Run 1, sequential cells colored by netlist name:
Scale: 8 px per µm. Other cells in gray.
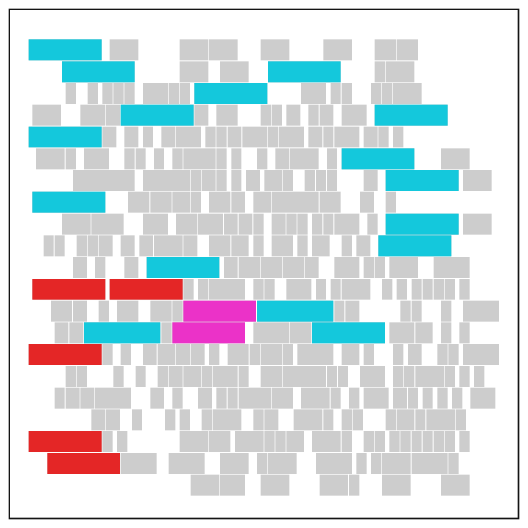
Run 1, PDN straps and rails:
Scale: 6 px per µm. Pins as bars on the die edge.
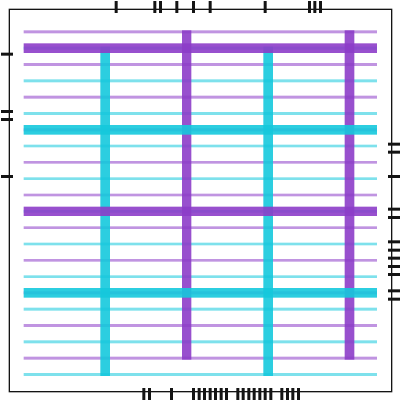
Run 1, congestion heat map:
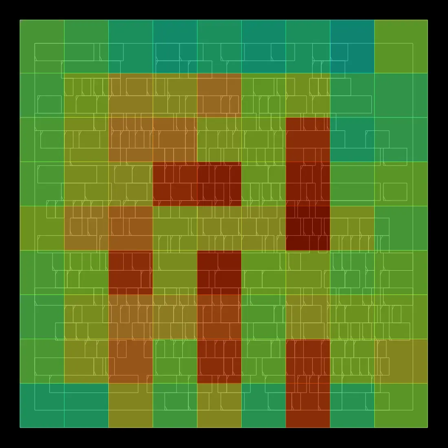
Run 1, cell classes on the final placement:
Scale: 8 px per µm. Fill, decap, tap and diode cells in gray.
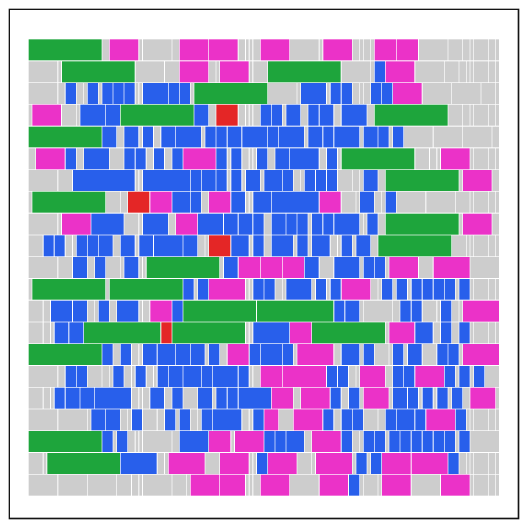
===== src/rtl/hazard_ctrl_unit.sv =====
// Pipeline hazard controller: load-use bubbles, multicycle-EX and memory-wait freezes,
// branch flush, and a saturating count of cycles where the PC was held.
module hazard_ctrl_unit #(
    parameter int REG_AW          = 5,
    parameter int LU_BUBBLES      = 1,
    parameter int MDU_LATENCY     = 4,
    parameter int ZERO_REG_FILTER = 1,
    parameter int CNT_W           = 16
) (
    input  logic              clk,
    input  logic              rst,
    input  logic              MemRead_IDEX,
    input  logic [REG_AW-1:0] rd_IDEX,
    input  logic [REG_AW-1:0] rs1_IFID,
    input  logic [REG_AW-1:0] rs2_IFID,
    input  logic              use_rs1_IFID,
    input  logic              use_rs2_IFID,
    input  logic              PCSrcE,
    input  logic              mdu_start_IDEX,
    input  logic              mem_ready,
    output logic              PCWrite,
    output logic              Write_IFID,
    output logic              control_mux_sel,
    output logic              lwStall,
    output logic              FlushIFID,
    output logic              FlushIDEX,
    output logic              StallEX,
    output logic              StallMEM,
    output logic [CNT_W-1:0]  stall_cycles
);

    typedef enum logic [1:0] {IDLE, LU_STALL, MDU_BUSY} state_t;

    localparam logic [4:0] MDU_LOAD = 5'(MDU_LATENCY - 2);
    localparam logic [4:0] LU_LOAD  = 5'(LU_BUBBLES - 1);

    state_t            state_q, state_d;
    logic [4:0]        cnt_q, cnt_d;
    logic [CNT_W-1:0]  stall_cycles_q, stall_cycles_d;
    logic              rd_is_zero;
    logic              lw_raw;

    assign rd_is_zero = (ZERO_REG_FILTER != 0) && (rd_IDEX == '0);
    assign lw_raw = MemRead_IDEX && !rd_is_zero &&
                    ((use_rs1_IFID && (rd_IDEX == rs1_IFID)) ||
                     (use_rs2_IFID && (rd_IDEX == rs2_IFID)));

    always_comb begin
        state_d         = state_q;
        cnt_d           = cnt_q;
        PCWrite         = 1'b1;
        Write_IFID      = 1'b1;
        control_mux_sel = 1'b0;
        FlushIFID       = 1'b0;
        FlushIDEX       = 1'b0;
        StallEX         = 1'b0;
        StallMEM        = 1'b0;
        lwStall         = lw_raw && !rst;
        if (rst) begin
            state_d = IDLE;
        end else if (!mem_ready) begin
            // Whole-pipe freeze: state and count hold, a pending flush waits.
            PCWrite    = 1'b0;
            Write_IFID = 1'b0;
            StallEX    = 1'b1;
            StallMEM   = 1'b1;
        end else if (state_q == MDU_BUSY || (state_q == IDLE && mdu_start_IDEX)) begin
            PCWrite    = 1'b0;
            Write_IFID = 1'b0;
            StallEX    = 1'b1;
            if (state_q == IDLE) begin
                if (MDU_LOAD != 5'd0) begin
                    cnt_d   = MDU_LOAD;
                    state_d = MDU_BUSY;
                end
            end else begin
                cnt_d = cnt_q - 5'd1;
                if (cnt_q == 5'd1) state_d = IDLE;
            end
        end else if (PCSrcE) begin
            FlushIFID = 1'b1;
            FlushIDEX = 1'b1;
            if (state_q == LU_STALL) begin
                state_d = IDLE;
                cnt_d   = 5'd0;
            end
        end else if (state_q == LU_STALL || (state_q == IDLE && lw_raw)) begin
            PCWrite         = 1'b0;
            Write_IFID      = 1'b0;
            control_mux_sel = 1'b1;
            if (state_q == IDLE) begin
                if (LU_LOAD != 5'd0) begin
                    cnt_d   = LU_LOAD;
                    state_d = LU_STALL;
                end
            end else begin
                cnt_d = cnt_q - 5'd1;
                if (cnt_q == 5'd1) state_d = IDLE;
            end
        end
    end

    always_comb begin
        stall_cycles_d = stall_cycles_q;
        if (!PCWrite && (stall_cycles_q != {CNT_W{1'b1}}))
            stall_cycles_d = stall_cycles_q + 1'b1;
    end

    always_ff @(posedge clk or posedge rst) begin
        if (rst) begin
            state_q        <= IDLE;
            cnt_q          <= 5'd0;
            stall_cycles_q <= '0;
        end else begin
            state_q        <= state_d;
            cnt_q          <= cnt_d;
            stall_cycles_q <= stall_cycles_d;
        end
    end

    assign stall_cycles = stall_cycles_q;

endmodule


===== config.mk =====
export PLATFORM = sky130hd
export DESIGN_NAME = hazard_ctrl_unit
export DESIGN_NICKNAME = d
export VERILOG_FILES = /design/src/rtl/hazard_ctrl_unit.sv
export SDC_FILE = /design/constraint.sdc
export NUM_CORES = 1
export LEC_CHECK = 0
export ABC_AREA = 1
export CORE_MARGIN = 2
export CORE_UTILIZATION = 48
export CTS_CLUSTER_SIZE = 12
export DETAILED_ROUTE_END_ITERATION = 8
export GPL_TIMING_DRIVEN = 0
export PLACE_DENSITY = 0.8
export SLEW_MARGIN = 20
export SYNTH_ARGS = -nofsm -noshare
export SYNTH_HDL_FRONTEND = slang
export SYNTH_SLANG_ARGS = --single-unit

===== constraint.sdc =====
create_clock -name clk -period 2 [get_ports clk]
set_input_delay 0.2 -clock clk [delete_from_list [all_inputs] [get_ports clk]]
set_output_delay 0.2 -clock clk [all_outputs]
set_load 0.01 [all_outputs]

==> impl_results.html, run 1 <==
<!-- implementation run metrics -->
<table>
<tr><th>Metric</th><th>Value</th></tr>
<tr><th colspan="2">Clocking</th></tr>
<tr><td>CTS tree</td><td>yes</td></tr>
<tr><td>Clk slew on worst S/H paths</td><td>120 ps</td></tr>
<tr><td>Library cell used as clock root buffer</td><td>clkbuf_4</td></tr>
<tr><td>Clock sinks</td><td>23</td></tr>
<tr><td>Worst-Skew Late Latency</td><td>310 ps</td></tr>
<tr><td>Hold-fix buffer count after cts</td><td>0</td></tr>
<tr><th colspan="2">Route</th></tr>
<tr><td>Detailed-routing wirelength on met1</td><td>1.86 mm</td></tr>
<tr><td>Initial detailed-routing violation count</td><td>71</td></tr>
<tr><td>Highest metal used</td><td>met4</td></tr>
<tr><td>Sum of met3 wire segment lengths after detailed routing</td><td>140 µm</td></tr>
<tr><td>Number of detailed-routing iterations run before antenna repair</td><td>4</td></tr>
<tr><th colspan="2">Place</th></tr>
<tr><td>Global placement routability congestion</td><td>0.895</td></tr>
<tr><td>Cell total after placement</td><td>345</td></tr>
<tr><th colspan="2">Synthesis</th></tr>
<tr><td>Chip area in the Yosys report</td><td>0.00170 mm²</td></tr>
<tr><td>Synthesized instance count</td><td>253</td></tr>
<tr><td>Flops after synth</td><td>23</td></tr>
<tr><td># Cells Yosys</td><td>253</td></tr>
<tr><td>Share of the synthesized area in the top cell type</td><td>0.339</td></tr>
<tr><td>Floorplan Nets</td><td>279</td></tr>
<tr><td>Average cell area after synthesis</td><td>6.71 µm²</td></tr>
<tr><td>Tally of unique sky130hd cells used after synthesis</td><td>26</td></tr>
<tr><td>Fraction of the yosys area taken by sequential cells</td><td>0.339</td></tr>
<tr><td>Area of the mapped netlist</td><td>0.00170 mm²</td></tr>
<tr><th colspan="2">Global routing</th></tr>
<tr><td>Global-route total usage across every layer</td><td>0.226</td></tr>
<tr><th colspan="2">Final timing</th></tr>
<tr><td>Worst clock skew</td><td>5.06 ps</td></tr>
<tr><td>Final-layout setup total negative slack</td><td>0 ps</td></tr>
<tr><td>Slew HR</td><td>0.638</td></tr>
<tr><td>Setup violations, final</td><td>0</td></tr>
<tr><td>Maximum achievable frequency</td><td>508 MHz</td></tr>
<tr><td>Unrepaired setup endpoints after global routing</td><td>yes</td></tr>
<tr><td>Fin crit share</td><td>0.984</td></tr>
<tr><th colspan="2">Cells and area</th></tr>
<tr><td>Comb_multi_in</td><td>189</td></tr>
<tr><td>Data-path buffer share of cell area in the final layout</td><td>0.250</td></tr>
<tr><td>Non-clock inverter count in the final layout</td><td>37</td></tr>
<tr><td>Sequential cell area</td><td>578 µm²</td></tr>
<tr><td>Area Overhead vs Synth</td><td>40.8%</td></tr>
<tr><td>Post-route cell area</td><td>0.00239 mm²</td></tr>
<tr><td>Num sequential</td><td>23</td></tr>
<tr><td>Flop share of the area</td><td>0.242</td></tr>
<tr><td>Non-Filler Instances</td><td>361</td></tr>
<tr><td>Utilization after layout</td><td>0.711</td></tr>
<tr><td>Number of flip-flops in the largest register</td><td>16</td></tr>
<tr><td>Most frequent logic cells in the routed design</td><td>83 x nand2_1, 33 x inv_1, 30 x clkdlybuf4s50_1</td></tr>
<tr><td>Clock buffer instance count of the final layout</td><td>4</td></tr>
<tr><th colspan="2">Floorplanning</th></tr>
<tr><td>I/O pin cnt</td><td>47</td></tr>
<tr><td># rows</td><td>21</td></tr>
<tr><td>Core area</td><td>0.00336 mm²</td></tr>
<tr><td>Die Footprint</td><td>0.00403 mm²</td></tr>
<tr><th colspan="2">Power and ir drop</th></tr>
<tr><td>Total power after layout</td><td>1.39 mW</td></tr>
<tr><td>Power consumed by the clock network</td><td>0.214 mW</td></tr>
<tr><td>Static leakage</td><td>1.30 nW</td></tr>
<tr><td>Sequential logic power</td><td>0.629 mW</td></tr>
<tr><td>Total power divided by cell area</td><td>581 mW/mm²</td></tr>
<tr><th colspan="2">Hold path</th></tr>
<tr><td>Min-Delay Path Class</td><td>in2async</td></tr>
<tr><th colspan="2">Status</th></tr>
<tr><td>Status</td><td>finished, final reports clean</td></tr>
<tr><th colspan="2">Worst setup path</th></tr>
<tr><td>Arrival time of data at the critical path endpoint</td><td>1770 ps</td></tr>
<tr><td>Setup slack of the most critical reg-to-reg path</td><td>200 ps</td></tr>
<tr><td>Cell class contributing the biggest share of worst-path delay</td><td>buffers and inverters</td></tr>
<tr><td>Library cell contributing the largest single delay on the critical path</td><td>clkdlybuf4s50_1</td></tr>
<tr><td>Crit path required time</td><td>1800 ps</td></tr>
</table>
Notes on 'sequential cells colored by netlist name' above:
| color | name in the netlist | flops |
|---|---|---|
| red | `cnt_q` | 5 |
| cyan | `stall_cycles` | 16 |
| magenta | `state_q` | 2 |

Notes on 'PDN straps and rails' above:
| color | net |
|---|---|
| purple | VDD |
| cyan | VSS |
met5 straps: 4
met4 straps: 4
Horiz. Die Dim: 63.5 µm
die height: 63.5 µm
Max IR drop VDD: 0.463 mV

Notes on 'congestion heat map' above:
met1 routing resource usage after global routing: 0.284
Routed wire per std cell: 11.7 µm
GR Util met2: 0.388
met3 Use GR: 0.0286

Notes on 'cell classes on the final placement' above:
| color | class | cells |
|---|---|---|
| blue | all other logic | 226 |
| green | flip-flops | 23 |
| magenta | other buffers and delay cells | 62 |
| red | clock drivers and dummy loads | 4 |

==> run 1: cell usage after synthesis <==
cell type and instances:
nor4_1 2, o21ai_0 9, nand2_4 1, a21oi_1 3
nor3b_1 2, or2_2 1, inv_1 36, buf_4 2
nand4_4 1, xor2_1 10, nor2_1 23, dfrtp_1 23
buf_2 1, nor3_4 2, a31oi_1 1, clkbuf_1 1
nand2_2 2, nand3_1 27, nand3b_1 1, nand4_1 2
ha_1 3, nand2_1 86, buf_6 1, xnor2_1 4
nor3_1 8, a311o_1 1
==> run 1: kinds of logic (layout without fill, tap and decap cells) <==
kind of cell	Yosys count	in the layout	synth area share
compound gates	14	14	0.0450
xor+xnor	14	14	0.0722
fa+ha+maj	3	3	0.0221
buf+inv	41	103	0.100
flops	23	23	0.339
simple gates	158	158	0.422
--- run 2 (diff from run 1) ---
--- a/config.mk
+++ b/config.mk
@@ -6,6 +6,8 @@
 export NUM_CORES = 1
 export LEC_CHECK = 0
 export ABC_AREA = 1
+export CAP_MARGIN = 5
+export CORE_ASPECT_RATIO = 1.25
 export CORE_MARGIN = 2
 export CORE_UTILIZATION = 48
 export CTS_CLUSTER_SIZE = 12
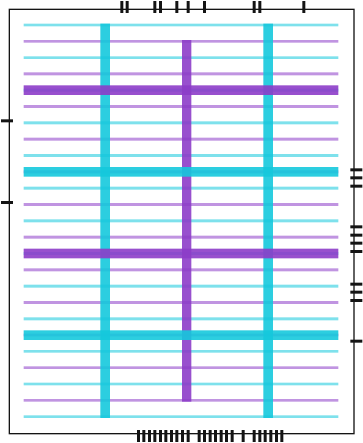
Run 2: PDN straps and rails
Scale: 6 px per µm. Pins as bars on the die edge.
| color | net |
|---|---|
| purple | VDD |
| cyan | VSS |
signal pins: 47
met4 straps: 3
rows: 24
met5 straps: 4
Max IR drop VDD: 0.785 mV
Horiz. Die Dim: 57.2 µm
die height: 70.5 µm
core area: 0.00342 mm²

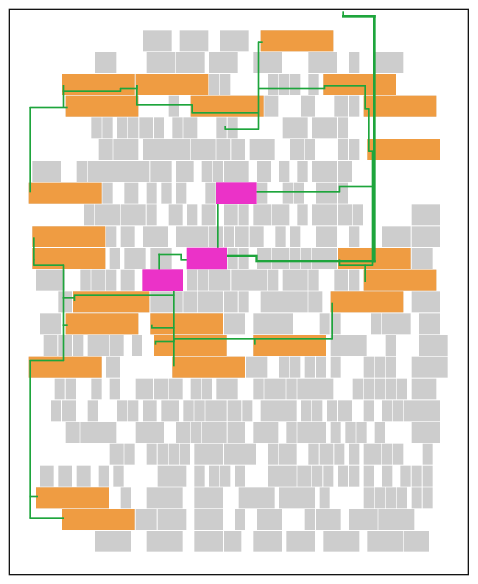
Run 2: clock distribution
Scale: 8 px per µm.
[orange] flip-flops | count: 23
[green] clock wires | length: 306 µm
[magenta] cells driving clock nets | count: 3
routed clock nets: 4
worst clock skew: 4.29 ps
power consumed by the clock network: 0.287 mW
Clk pwr share: 0.199

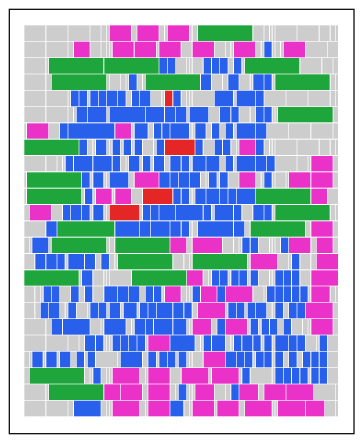
Run 2: cell classes on the final placement
Scale: 6 px per µm. Fill, decap, tap and diode cells in gray.
| color | class | cells |
|---|---|---|
| red | clock drivers and dummy loads | 4 |
| green | flip-flops | 23 |
| magenta | other buffers and delay cells | 60 |
| blue | all other logic | 226 |

==> impl_results.html, run 2 <==
<!-- implementation run metrics -->
<table>
<tr><th>Metric</th><th>Value</th></tr>
<tr><th colspan="2">Power and ir drop</th></tr>
<tr><td>Static leakage</td><td>1.33 nW</td></tr>
<tr><td>Sequential logic power</td><td>0.635 mW</td></tr>
<tr><td>Total power after layout</td><td>1.44 mW</td></tr>
<tr><td>Total power divided by cell area</td><td>604 mW/mm²</td></tr>
<tr><th colspan="2">Cells and area</th></tr>
<tr><td>Utilization after layout</td><td>0.697</td></tr>
<tr><td>Post-route cell area</td><td>0.00238 mm²</td></tr>
<tr><td>Most frequent logic cells in the routed design</td><td>83 x nand2_1, 34 x inv_1, 27 x nand3_1, 27 x clkdlybuf4s50_1, 23 x nor2_1</td></tr>
<tr><td>Proportion of layout cells with a drive suffix above 1</td><td>0.109</td></tr>
<tr><td>Area Overhead vs Synth</td><td>40.5%</td></tr>
<tr><td>Non-Filler Instances</td><td>352</td></tr>
<tr><td>Number of flip-flops in the largest register</td><td>16</td></tr>
<tr><th colspan="2">Final timing</th></tr>
<tr><td>Fin crit share</td><td>0.944</td></tr>
<tr><td>Setup violations, final</td><td>0</td></tr>
<tr><td>Slew HR</td><td>0.643</td></tr>
<tr><td>Final-layout setup total negative slack</td><td>0 ps</td></tr>
<tr><td>Maximum achievable frequency</td><td>530 MHz</td></tr>
<tr><th colspan="2">Synthesis</th></tr>
<tr><td>Basic-gate share of the synthesized area counting and, or, nand and nor cells</td><td>0.422</td></tr>
<tr><td>Floorplan Nets</td><td>279</td></tr>
<tr><td>Main flop type after synthesis</td><td>dfrtp_1</td></tr>
<tr><td>Share of the synthesized area in the top cell type</td><td>0.339</td></tr>
<tr><td>Top post-synthesis cells by count</td><td>86 x nand2_1, 36 x inv_1, 27 x nand3_1</td></tr>
<tr><td>Average cell area after synthesis</td><td>6.71 µm²</td></tr>
<tr><td>Post-synthesis mux area share</td><td>0</td></tr>
<tr><td>Adders+Majority by Area</td><td>0.0221</td></tr>
<tr><td>Async SR Flop Fraction</td><td>1.00</td></tr>
<tr><td>Chip area in the Yosys report</td><td>0.00170 mm²</td></tr>
<tr><td>Largest family of logic cells by area</td><td>simple AND/OR/NAND/NOR gates</td></tr>
<tr><td>Post-synth EDFFs</td><td>0</td></tr>
<tr><td>Tally of unique sky130hd cells used after synthesis</td><td>26</td></tr>
<tr><td>Most common cell in the netlist</td><td>nand2_1</td></tr>
<tr><td>AND-OR/OR-AND share of the synthesized area</td><td>0.0450</td></tr>
<tr><td>Fraction of the yosys area taken by sequential cells</td><td>0.339</td></tr>
<tr><td># Cells Yosys</td><td>253</td></tr>
<tr><td>Flops after synth</td><td>23</td></tr>
<tr><td>Synthesized instance count</td><td>253</td></tr>
<tr><td>Area of the mapped netlist</td><td>0.00170 mm²</td></tr>
<tr><th colspan="2">Route</th></tr>
<tr><td>Initial detailed-routing violation count</td><td>104</td></tr>
<tr><td>Number of detailed-routing iterations run before antenna repair</td><td>4</td></tr>
<tr><td>Routed wire per std cell</td><td>11.3 µm</td></tr>
<tr><td>Detailed-routing wirelength on met1</td><td>1.77 mm</td></tr>
<tr><td>Sum of met3 wire segment lengths after detailed routing</td><td>127 µm</td></tr>
<tr><td>Highest metal used</td><td>met4</td></tr>
<tr><td>Drt via density</td><td>4.96</td></tr>
<tr><th colspan="2">Clocking</th></tr>
<tr><td>Level count of the clock H-tree</td><td>1</td></tr>
<tr><td>Clock sinks</td><td>23</td></tr>
<tr><td>Clk slew on worst S/H paths</td><td>80 ps</td></tr>
<tr><td>Number of clock buffers inserted by TritonCTS</td><td>3</td></tr>
<tr><td>CTS tree</td><td>yes</td></tr>
<tr><td>Library cell used as clock root buffer</td><td>clkbuf_8</td></tr>
<tr><td>Worst-Skew Late Latency</td><td>260 ps</td></tr>
<tr><th colspan="2">Worst setup path</th></tr>
<tr><td>Arrival time of data at the critical path endpoint</td><td>1690 ps</td></tr>
<tr><td>Cell class contributing the biggest share of worst-path delay</td><td>buffers and inverters</td></tr>
<tr><td>Library cell contributing the largest single delay on the critical path</td><td>clkdlybuf4s50_1</td></tr>
<tr><td>Crit path depth</td><td>4</td></tr>
<tr><td>Setup slack of the most critical reg-to-reg path</td><td>130 ps</td></tr>
<tr><td>Worst Path Max Fanout</td><td>4</td></tr>
<tr><td>Crit path required time</td><td>1800 ps</td></tr>
<tr><td>Largest stage delay, worst path</td><td>560 ps</td></tr>
<tr><td>Critical setup path kind</td><td>reg2out</td></tr>
<tr><th colspan="2">Floorplanning</th></tr>
<tr><td># rows</td><td>24</td></tr>
<tr><td>I/O pin cnt</td><td>47</td></tr>
<tr><td>Die Footprint</td><td>0.00403 mm²</td></tr>
<tr><th colspan="2">Global routing</th></tr>
<tr><td>Initial antenna violation count</td><td>0</td></tr>
<tr><td>Met1 routing resource usage after global routing</td><td>0.242</td></tr>
<tr><td>GR Util met2</td><td>0.368</td></tr>
<tr><td>Global-route total usage across every layer</td><td>0.201</td></tr>
<tr><td>Met3 Use GR</td><td>0.0241</td></tr>
<tr><th colspan="2">Place</th></tr>
<tr><td>Cell total after placement</td><td>338</td></tr>
<tr><td>Global placement routability congestion</td><td>0.905</td></tr>
<tr><th colspan="2">Status</th></tr>
<tr><td>Status</td><td>finished, final reports clean</td></tr>
<tr><th colspan="2">Hold path</th></tr>
<tr><td>Min-Delay Path Class</td><td>in2async</td></tr>
</table>
==> run 2: cell counts after synthesis <==
Identical to the previous run, type by type.
==> run 2: area by class of cell <==
class / count / area (µm²) / share of cell area
clock buffer: 4 / 45.0 / 0.0189
tap: 39 / 48.8 / 0.0205
sequential: 23 / 577 / 0.242
buffer: 5 / 47.5 / 0.0199
inverter: 36 / 139 / 0.0582
timing repair buffer: 55 / 549 / 0.230
multi-input combinational: 189 / 973 / 0.408
timing repair inverter: 1 / 5.00 / 0.00210
==> run 2: timing repair <==
| action | CTS | global route |
|---|---|---|
| pin swaps | 2 | 12 |
| hold buffers | 0 | 0 |
| gates cloned | 1 | 0 |
| gates resized | 19 | 18 |
| buffers inserted | 3 | 6 |
| endpoints found under the setup margin | 27 | 18 |
--- run 3 (diff from run 2) ---
--- a/config.mk
+++ b/config.mk
@@ -9,11 +9,12 @@
 export CAP_MARGIN = 5
 export CORE_ASPECT_RATIO = 1.25
 export CORE_MARGIN = 2
-export CORE_UTILIZATION = 48
+export CORE_UTILIZATION = 63
 export CTS_CLUSTER_SIZE = 12
 export DETAILED_ROUTE_END_ITERATION = 8
+export DONT_BUFFER_PORTS = 1
 export GPL_TIMING_DRIVEN = 0
-export PLACE_DENSITY = 0.8
+export PLACE_DENSITY = 0.79
 export SLEW_MARGIN = 20
 export SYNTH_ARGS = -nofsm -noshare
 export SYNTH_HDL_FRONTEND = slang
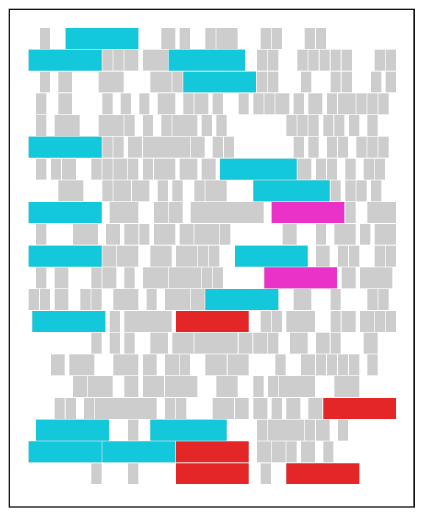
Run 3: sequential cells colored by netlist name
Scale: 8 px per µm. Other cells in gray.
| color | name in the netlist | flops |
|---|---|---|
| magenta | `state_q` | 2 |
| cyan | `stall_cycles` | 16 |
| red | `cnt_q` | 5 |

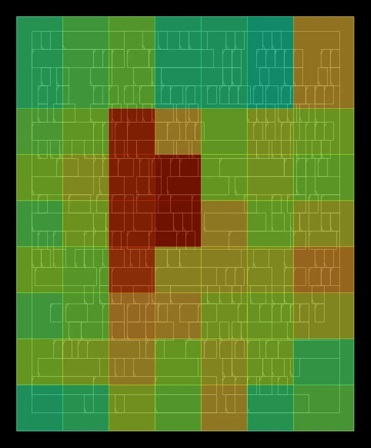
Run 3: congestion heat map
utilization after layout: 0.715
GR Util met2: 0.425

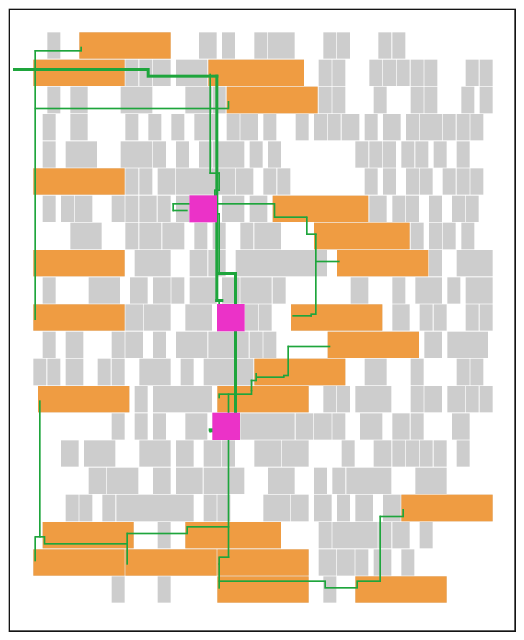
Run 3: clock distribution
Scale: 10 px per µm.
[magenta] cells driving clock nets | count: 3
[orange] flip-flops | count: 23
[green] clock wires | length: 277 µm
routed clock nets: 4
worst clock skew: 1.23 ps
power consumed by the clock network: 0.217 mW
Worst-Skew Late Latency: 310 ps
Clk pwr share: 0.173

==> impl_results.html, run 3 <==
<!-- implementation run metrics -->
<table>
<tr><th>Metric</th><th>Value</th></tr>
<tr><th colspan="2">Worst setup path</th></tr>
<tr><td>Setup slack of the most critical reg-to-reg path</td><td>110 ps</td></tr>
<tr><td>Crit path depth</td><td>9</td></tr>
<tr><td>Source of the worst register-to-register timing path</td><td>stall_cycles[0]</td></tr>
<tr><td>Arrival time of data at the critical path endpoint</td><td>2110 ps</td></tr>
<tr><td>Worst Path Max Fanout</td><td>6</td></tr>
<tr><td>Crit path required time</td><td>2220 ps</td></tr>
<tr><td>Category of the worst setup path launch point</td><td>flip-flop</td></tr>
<tr><td>Worst-case reg-to-reg path depth</td><td>9</td></tr>
<tr><td>Cells along the critical path</td><td>ha_4, nand2_2, nor3_4, nand2_2, nor3_4, nand4_4, buf_4, nand3_1, nand2_1</td></tr>
<tr><td>Largest stage delay, worst path</td><td>490 ps</td></tr>
<tr><th colspan="2">Cells and area</th></tr>
<tr><td>Proportion of layout cells with a drive suffix above 1</td><td>0.125</td></tr>
<tr><td>Non-Filler Instances</td><td>299</td></tr>
<tr><td>Number of flip-flops in the largest register</td><td>16</td></tr>
<tr><td>Post-route cell area</td><td>0.00188 mm²</td></tr>
<tr><td>Area Overhead vs Synth</td><td>10.6%</td></tr>
<tr><td>Most frequent logic cells in the routed design</td><td>85 x nand2_1, 33 x inv_1, 27 x nand3_1</td></tr>
<tr><td>Relative area of clock buffers and inverters in the final design</td><td>0.0140</td></tr>
<tr><td>Plain + repair buffers</td><td>13</td></tr>
<tr><td>Num sequential</td><td>23</td></tr>
<tr><td>Cell type taking the most area</td><td>logic gates</td></tr>
<tr><td>Fraction of area in multi-input gates</td><td>0.522</td></tr>
<tr><td>Flop share of the area</td><td>0.309</td></tr>
<tr><td>Clock buffer instance count of the final layout</td><td>4</td></tr>
<tr><td>Sequential cell area</td><td>581 µm²</td></tr>
<tr><td>Multi-input gate area in the final layout</td><td>981 µm²</td></tr>
<tr><th colspan="2">Floorplanning</th></tr>
<tr><td># rows</td><td>21</td></tr>
<tr><td>Tap cell count</td><td>34</td></tr>
<tr><td>I/O pin cnt</td><td>47</td></tr>
<tr><td>Die Footprint</td><td>0.00313 mm²</td></tr>
<tr><td>Core area</td><td>0.00263 mm²</td></tr>
<tr><th colspan="2">Clocking</th></tr>
<tr><td>Number of clock buffers inserted by TritonCTS</td><td>3</td></tr>
<tr><td>Library cell used as clock root buffer</td><td>clkbuf_4</td></tr>
<tr><td>Clock sinks</td><td>23</td></tr>
<tr><td>Post-CTS sizing</td><td>7</td></tr>
<tr><td>Setup fix buffers added after clock tree synthesis</td><td>0</td></tr>
<tr><td>CTS tree</td><td>yes</td></tr>
<tr><td>Clk slew on worst S/H paths</td><td>120 ps</td></tr>
<tr><th colspan="2">Synthesis</th></tr>
<tr><td>Most common cell in the netlist</td><td>nand2_1</td></tr>
<tr><td>Chip area in the Yosys report</td><td>0.00170 mm²</td></tr>
<tr><td>Post-synthesis mux area share</td><td>0</td></tr>
<tr><td>Share of the synthesized area in the top cell type</td><td>0.339</td></tr>
<tr><td>Largest family of logic cells by area</td><td>simple AND/OR/NAND/NOR gates</td></tr>
<tr><td>Top post-synthesis cells by count</td><td>86 x nand2_1, 36 x inv_1, 27 x nand3_1</td></tr>
<tr><td>AND-OR/OR-AND share of the synthesized area</td><td>0.0450</td></tr>
<tr><td>Flops after synth</td><td>23</td></tr>
<tr><td>Async SR Flop Fraction</td><td>1.00</td></tr>
<tr><td>Tally of unique sky130hd cells used after synthesis</td><td>26</td></tr>
<tr><td>Fraction of the yosys area taken by sequential cells</td><td>0.339</td></tr>
<tr><td>Floorplan Nets</td><td>279</td></tr>
<tr><td>Xor/xnor cell area share of the yosys netlist</td><td>0.0722</td></tr>
<tr><td>Post-synth EDFFs</td><td>0</td></tr>
<tr><td>Synthesized instance count</td><td>253</td></tr>
<tr><td>Main flop type after synthesis</td><td>dfrtp_1</td></tr>
<tr><td>Average cell area after synthesis</td><td>6.71 µm²</td></tr>
<tr><th colspan="2">Final timing</th></tr>
<tr><td>Fin crit share</td><td>0.946</td></tr>
<tr><td>Setup violations, final</td><td>0</td></tr>
<tr><td>Final-layout setup total negative slack</td><td>0 ps</td></tr>
<tr><td>Maximum achievable frequency</td><td>528 MHz</td></tr>
<tr><th colspan="2">Global routing</th></tr>
<tr><td>Initial antenna violation count</td><td>0</td></tr>
<tr><th colspan="2">Power and ir drop</th></tr>
<tr><td>Portion of total power attributed to sequential cells</td><td>0.537</td></tr>
<tr><td>Max IR drop VDD</td><td>0.472 mV</td></tr>
<tr><td>Static leakage</td><td>1.00 nW</td></tr>
<tr><td>Total power after layout</td><td>1.26 mW</td></tr>
<tr><th colspan="2">Route</th></tr>
<tr><td>Drt via density</td><td>5.37</td></tr>
<tr><td>Number of detailed-routing iterations run before antenna repair</td><td>4</td></tr>
<tr><td>Routed wire per std cell</td><td>12.1 µm</td></tr>
<tr><td>Initial detailed-routing violation count</td><td>26</td></tr>
<tr><th colspan="2">Place</th></tr>
<tr><td>Global placement routability congestion</td><td>0.853</td></tr>
<tr><td>Cell total after placement</td><td>287</td></tr>
<tr><th colspan="2">Status</th></tr>
<tr><td>Status</td><td>finished, final reports clean</td></tr>
<tr><th colspan="2">Hold path</th></tr>
<tr><td>Min-Delay Path Class</td><td>in2reg</td></tr>
</table>
[run 3: netlist changes by cell type in the layout (fill, tap and decap cells not counted), moves of 2 or more]
| cell | before | now |
|---|---|---|
| nand2_1 | 83 | 85 |
| clkbuf_4 | 0 | 3 |
| dfrtp_2 | 1 | 4 |
| dfrtp_1 | 22 | 19 |
| buf_4 | 13 | 9 |
| dlygate4sd2_1 | 5 | 0 |
| clkbuf_8 | 4 | 0 |
| dlymetal6s2s_1 | 12 | 0 |
| nand2_2 | 4 | 2 |
| clkdlybuf4s50_1 | 27 | 0 |
[run 3: layer usage]
metal | global-route usage | vias to the layer above | wire length (µm)
met1 | 0.278 | 725 | 1530
met2 | 0.425 | 50 | 1820
met5 | 0 | - | 0
met4 | 0.0965 | 0 | 80
li1 | - | 822 | -
met3 | 0.0407 | 9 | 201
No activity file was given, so power comes from the tool's default toggle rates.
